M1 wires:
Supply wires on this layer in gray.
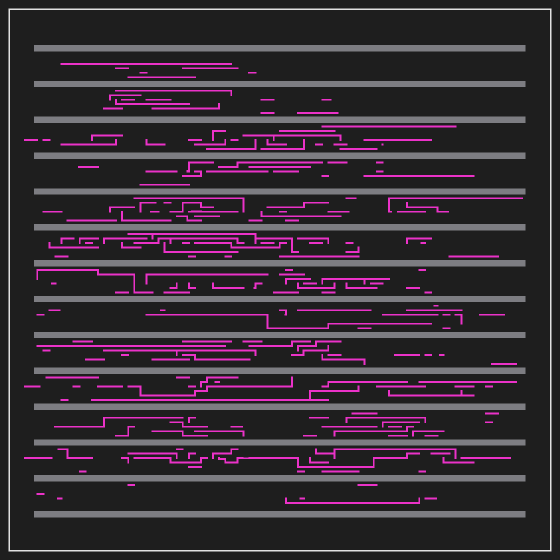
Sequential cells colored by netlist name:
Other sequential cells in the stronger gray, the rest of the logic in the fainter gray.
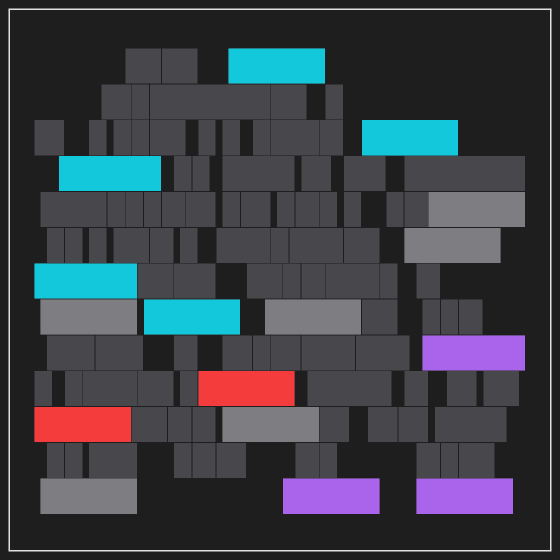
Selected gate families:
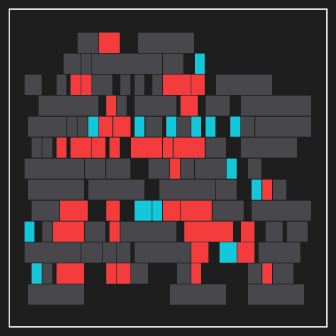
`config.mk`:
```
export PLATFORM = sky130hd
export DESIGN_NAME = turn_sequencer
export DESIGN_NICKNAME = d
export VERILOG_FILES = /design/src/rtl/variable_pkg.sv /design/src/rtl/fall_detect.sv /design/src/rtl/turn_sequencer.sv
export SDC_FILE = /design/constraint.sdc
export NUM_CORES = 1
export LEC_CHECK = 0
export ABC_AREA = 1
export CORE_MARGIN = 1.5
export CORE_UTILIZATION = 55
export CTS_BUF_LIST = sky130_fd_sc_hd__clkbuf_4 sky130_fd_sc_hd__clkbuf_8
export CTS_CLUSTER_DIAMETER = 100
export DETAILED_ROUTE_END_ITERATION = 16
export DONT_BUFFER_PORTS = 1
export MAX_ROUTING_LAYER = met4
export PLACE_DENSITY_LB_ADDON = 0.15
export SETUP_SLACK_MARGIN = 0.15
export SYNTH_ARGS = -nofsm -noshare
export SYNTH_HDL_FRONTEND = slang
export SYNTH_SLANG_ARGS = --single-unit
```
`constraint.sdc`:
```
create_clock -name clk60MHz -period 1.4 [get_ports clk60MHz]
set_input_delay 0.21 -clock clk60MHz [delete_from_list [all_inputs] [get_ports clk60MHz]]
set_output_delay 0.21 -clock clk60MHz [all_outputs]
set_load 0.02 [all_outputs]
```
`src/rtl/variable_pkg.sv`:
```
// variable_pkg: shared ON/OFF levels and turn sequencer state encoding
package variable_pkg;
    localparam logic ON  = 1'b1;
    localparam logic OFF = 1'b0;
    typedef enum logic [1:0] {
        TS_PLAY    = 2'd0,
        TS_HOLDOFF = 2'd1,
        TS_OVER    = 2'd2
    } turn_state_t;
endpackage

```
`src/rtl/fall_detect.sv`:
```
// fall_detect: registers a flag vector and flags bits that dropped since the previous cycle
module fall_detect
    import variable_pkg::*;
#(
    parameter int W = 2
) (
    input  logic         clk60MHz,
    input  logic         rst,
    input  logic [W-1:0] flag,
    output logic [W-1:0] fall
);
    logic [W-1:0] flag_pre;
    always_ff @(posedge clk60MHz)
        flag_pre <= rst ? {W{OFF}} : flag;
    assign fall = flag_pre & ~flag;
endmodule

```
`src/rtl/turn_sequencer.sv`:
```
// turn_sequencer: turn/active-player tracker with hold-off, game-over and restart; TURN_TIMEOUT_EN adds a forced-advance timeout
module turn_sequencer
    import variable_pkg::*;
#(
    parameter int NUM_PLAYERS    = 2,
    parameter int TURN_W         = 3,
    parameter int MAX_TURN       = 7,
    parameter int HOLDOFF_CYCLES = 16,
    parameter int TIMEOUT_CYCLES = 600_000_000
) (
    input  logic                   clk60MHz,
    input  logic                   rst,
    input  logic [NUM_PLAYERS-1:0] throw_flag,
    input  logic                   new_game,
    output logic [TURN_W-1:0]      turn,
    output logic [NUM_PLAYERS-1:0] active_player,
    output logic                   turn_advance,
    output logic                   game_over,
    output logic                   timeout_pulse
);
    localparam int HO_W = $clog2(HOLDOFF_CYCLES + 1);
    turn_state_t      state;
    logic [HO_W-1:0]  hold_cnt;
    logic [NUM_PLAYERS-1:0] fall;
    logic active_flag, valid, tmo_hit, advance;

    fall_detect #(.W(NUM_PLAYERS)) u_fall (
        .clk60MHz(clk60MHz),
        .rst(rst),
        .flag(throw_flag),
        .fall(fall)
    );

    assign active_flag = |(throw_flag & active_player);
    assign valid       = state == TS_PLAY && |(fall & active_player);
    assign advance     = valid | tmo_hit;

`ifdef TURN_TIMEOUT_EN
    localparam int TMO_W = TIMEOUT_CYCLES > 1 ? $clog2(TIMEOUT_CYCLES) : 1;
    logic [TMO_W-1:0] tmo_cnt;
    // A flight in progress holds the counter at zero, so it is never cut short
    assign tmo_hit = state == TS_PLAY && !active_flag && tmo_cnt == TMO_W'(TIMEOUT_CYCLES - 1);
    always_ff @(posedge clk60MHz) begin
        tmo_cnt       <= (rst || new_game || state != TS_PLAY || active_flag || advance) ? '0 : tmo_cnt + 1'b1;
        timeout_pulse <= (rst || new_game) ? OFF : tmo_hit & ~valid;
    end
`else
    assign tmo_hit       = 1'b0;
    assign timeout_pulse = 1'b0;
`endif

    always_ff @(posedge clk60MHz) begin
        if (rst || new_game) begin
            state         <= TS_PLAY;
            turn          <= TURN_W'(1);
            active_player <= NUM_PLAYERS'(1);
            turn_advance  <= OFF;
            game_over     <= OFF;
            hold_cnt      <= '0;
        end else begin
            turn_advance <= OFF;
            case (state)
                TS_PLAY:
                    if (advance) begin
                        turn_advance <= ON;
                        hold_cnt     <= '0;
                        if (turn == TURN_W'(MAX_TURN)) begin
                            active_player <= '0;
                            game_over     <= ON;
                            state         <= TS_OVER;
                        end else begin
                            turn          <= turn + TURN_W'(1);
                            active_player <= {active_player[NUM_PLAYERS-2:0], active_player[NUM_PLAYERS-1]};
                            state         <= TS_HOLDOFF;
                        end
                    end
                TS_HOLDOFF:
                    if (hold_cnt == HO_W'(HOLDOFF_CYCLES - 1))
                        state <= TS_PLAY;
                    else
                        hold_cnt <= hold_cnt + 1'b1;
                default: ;
            endcase
        end
    end
endmodule
```
==> run_summary.xml <==
<?xml version="1.0" encoding="UTF-8"?>
<metrics>
  <group name="status">
    <metric name="result_of_the_run" unit="">finished clean</metric>
  </group>
  <group name="hold_path">
    <metric name="min_from" unit="">throw_flag[0]</metric>
    <metric name="hold-path-cell-count" unit="">2</metric>
    <metric name="min-delay-path-class" unit="">in2reg</metric>
    <metric name="destination_of_the_worst_hold_path" unit="">u_fall.flag_pre[0]$_SDFF_PP0_</metric>
  </group>
  <group name="timing">
    <metric name="setup_viol" unit="">0</metric>
    <metric name="drv_slew" unit="">0</metric>
    <metric name="clock-skew-final" unit="ps">1.81</metric>
    <metric name="hold_violations_final" unit="">0</metric>
    <metric name="max_clock_freq" unit="MHz">772</metric>
    <metric name="setup_slack" unit="ps">105</metric>
    <metric name="fin_setup_tns" unit="ps">0</metric>
  </group>
  <group name="clocking">
    <metric name="post-cts-setup-buffers" unit="">4</metric>
    <metric name="clk_pin_slew_worst_paths" unit="ps">100</metric>
    <metric name="cts_bufs_inserted" unit="">3</metric>
    <metric name="cts_buffer_depth" unit="">2</metric>
    <metric name="cts_htree_levels" unit="">1</metric>
    <metric name="cts.sinks" unit="">16</metric>
    <metric name="postCtsHoldBufs" unit="">1</metric>
  </group>
  <group name="worst_setup_path">
    <metric name="cp-start-kind" unit="">flop</metric>
    <metric name="crit_path_end_kind" unit="">flop</metric>
    <metric name="worst-path-max-fanout" unit="">5</metric>
    <metric name="crit_chain" unit="">ha_4, nand2_2, nor2_2, ha_2, inv_2, nand2_4, nand2_4, inv_4, nor2_1, nor2_1</metric>
    <metric name="r2r_slack" unit="ps">100</metric>
    <metric name="criticalPathCategory" unit="">reg2reg</metric>
    <metric name="critical_path_startpoint" unit="">hold_cnt[1]$_SDFFE_PP0P_</metric>
    <metric name="critical_path_buf_inv_count" unit="">2</metric>
    <metric name="path_delay_family" unit="">simple AND/OR/NAND/NOR gates</metric>
  </group>
  <group name="synthesis">
    <metric name="postSynthAreaPerCell" unit="µm²">8.09</metric>
    <metric name="postSynth.asyncResetShare" unit="%">0</metric>
    <metric name="simple_gate_area_share" unit="%">37.4</metric>
    <metric name="synth.area.top_cells" unit="">dfxtp_1 40%, ha_1 6.3%, nand2_1 6.2%</metric>
    <metric name="netlist-cell-type-count" unit="">20</metric>
    <metric name="yosys.cell_count.top_type" unit="">dfxtp_1</metric>
    <metric name="top_cells_by_count" unit="">16 x dfxtp_1, 13 x nand2_1, 13 x nor2_1</metric>
    <metric name="postSynthSeqShare" unit="%">40.4</metric>
    <metric name="top_cell_area_share" unit="%">40.4</metric>
    <metric name="post_syn_nets" unit="">107</metric>
    <metric name="ys_chip_area" unit="µm²">793</metric>
    <metric name="synth_top_cell_by_area" unit="">dfxtp_1</metric>
    <metric name="synth-edff-count" unit="">0</metric>
    <metric name="xor_area_share" unit="%">0</metric>
    <metric name="ys_sh_aoi" unit="%">7.89</metric>
    <metric name="netlist_logic_family_top" unit="">simple AND/OR/NAND/NOR gates</metric>
    <metric name="ys_cells" unit="">98</metric>
    <metric name="synth.cell_area" unit="µm²">793</metric>
  </group>
  <group name="power">
    <metric name="power.combinational.total" unit="mW">0.0813</metric>
    <metric name="power.total" unit="mW">0.859</metric>
    <metric name="p_sw_share" unit="%">24.0</metric>
    <metric name="p_int" unit="mW">0.652</metric>
    <metric name="power_spent_charging_and_discharging_nets" unit="mW">0.206</metric>
    <metric name="pwr-share-clk" unit="%">35.6</metric>
  </group>
  <group name="finish">
    <metric name="largest_class" unit="">multi-input combinational cells</metric>
    <metric name="area.growth.synth_to_final" unit="%">21.3</metric>
    <metric name="numSequentialCells" unit="">16</metric>
    <metric name="finalNetCount" unit="">120</metric>
    <metric name="area.combinational" unit="µm²">455</metric>
    <metric name="layout_top_cells" unit="">13 x dfxtp_1, 12 x nand2_1, 11 x nor2_1</metric>
    <metric name="buf_share" unit="%">7.28</metric>
    <metric name="comb.multi_input.count" unit="">67</metric>
    <metric name="drive_gt1_share" unit="%">38.2</metric>
    <metric name="fillers" unit="">103</metric>
    <metric name="post-route-util" unit="%">73.0</metric>
  </group>
  <group name="floorplan">
    <metric name="dieHeight" unit="µm">41.0</metric>
    <metric name="placeableCoreArea" unit="µm²">1320</metric>
    <metric name="floorplan.io_pins" unit="">13</metric>
    <metric name="rows" unit="">13</metric>
    <metric name="n_tap_cell" unit="">15</metric>
    <metric name="floorplan.initialDensity" unit="%">60.2</metric>
  </group>
  <group name="placed_design">
    <metric name="gp_congestion" unit="">0.757</metric>
    <metric name="hpwlAfterDp" unit="µm">911</metric>
    <metric name="portBuffers" unit="">0</metric>
    <metric name="dpl_worst_slack" unit="ps">49.3</metric>
  </group>
  <group name="grt">
    <metric name="initial_antenna_violation_count" unit="">0</metric>
    <metric name="grt_overflow_total" unit="">0</metric>
    <metric name="maximum_number_of_pins_on_one_net_before_global_route_repair" unit="">11</metric>
  </group>
  <group name="drt">
    <metric name="remaining_drc_errors" unit="">0</metric>
    <metric name="routedWlPerCell" unit="µm">12.6</metric>
    <metric name="route.antenna.remaining_nets" unit="">0</metric>
    <metric name="dr.pass1.iters" unit="">4</metric>
    <metric name="initialDrtViolationCount" unit="">19</metric>
    <metric name="detail_route.vias_per_cell" unit="">5.25</metric>
  </group>
  <group name="flow_run">
    <metric name="drv_cap" unit="">0</metric>
    <metric name="number_of_logged_tool_warnings" unit="">29</metric>
  </group>
</metrics>
Back to the opening pictures, 'M1 wires':
main direction: horizontal
wire length on this layer: 669 µm
longest straight run: 17.9 µm
nets with wire on the layer: 115
share of all routed wire: 43%
met1 track demand over resource: 25.1%
total routed wirelength: 1.57 mm
via count of the routed design: 656

Back to the opening pictures, 'sequential cells colored by netlist name':
| netlist name | color | placed flops |
|---|---|---|
| hold_cnt | cyan | 5 |
| active_player | red | 2 |
| turn | purple | 3 |
not colored: 6
register fraction of the total cell area: 33.7%
total sequential power: 0.472 mW
Seq. cell area: 324 µm²

Back to the opening pictures, 'selected gate families':
| family | color | cells | most used |
|---|---|---|---|
| inverters | cyan | 14 | inv_1 |
| NAND gates | red | 33 | nand2_1 |
Cell Count, Final, Fillers Out: 125
highest-count logic cell in the final layout: dfxtp_1
share of the final layout cell area in multi-input gates: 47.3%

==> state kept, by name, summed over array words and instances, names as in the netlist <==
| register | count |
|---|---|
| active_player | 2 |
| hold_cnt | 5 |
| game_over | 1 |
| turn | 3 |
| state | 2 |
| u_fall.flag_pre | 2 |
| turn_advance | 1 |
==> cells by family (layout without fill, tap and decap cells) <==
logic type                 Yosys count  in the layout
AOI/OAI and AO/OA                   11             11
DFF                                 16             16
and+or+nand+nor                     51             51
buffers and inverters               15             27
other                                1              1
adders and majority gates            4              4
==> metal layers <==
layer | vias up | part of all wire [%] | track usage [%]
li1 | 341 | - | -
met1 | 291 | 43 | 25.1
met2 | 22 | 52 | 38.7
met3 | 2 | 4.6 | 6.52
met4 | 0 | 0.83 | 5.00
met5 | - | 0 | -
Power and IR drop assume default switching activity.
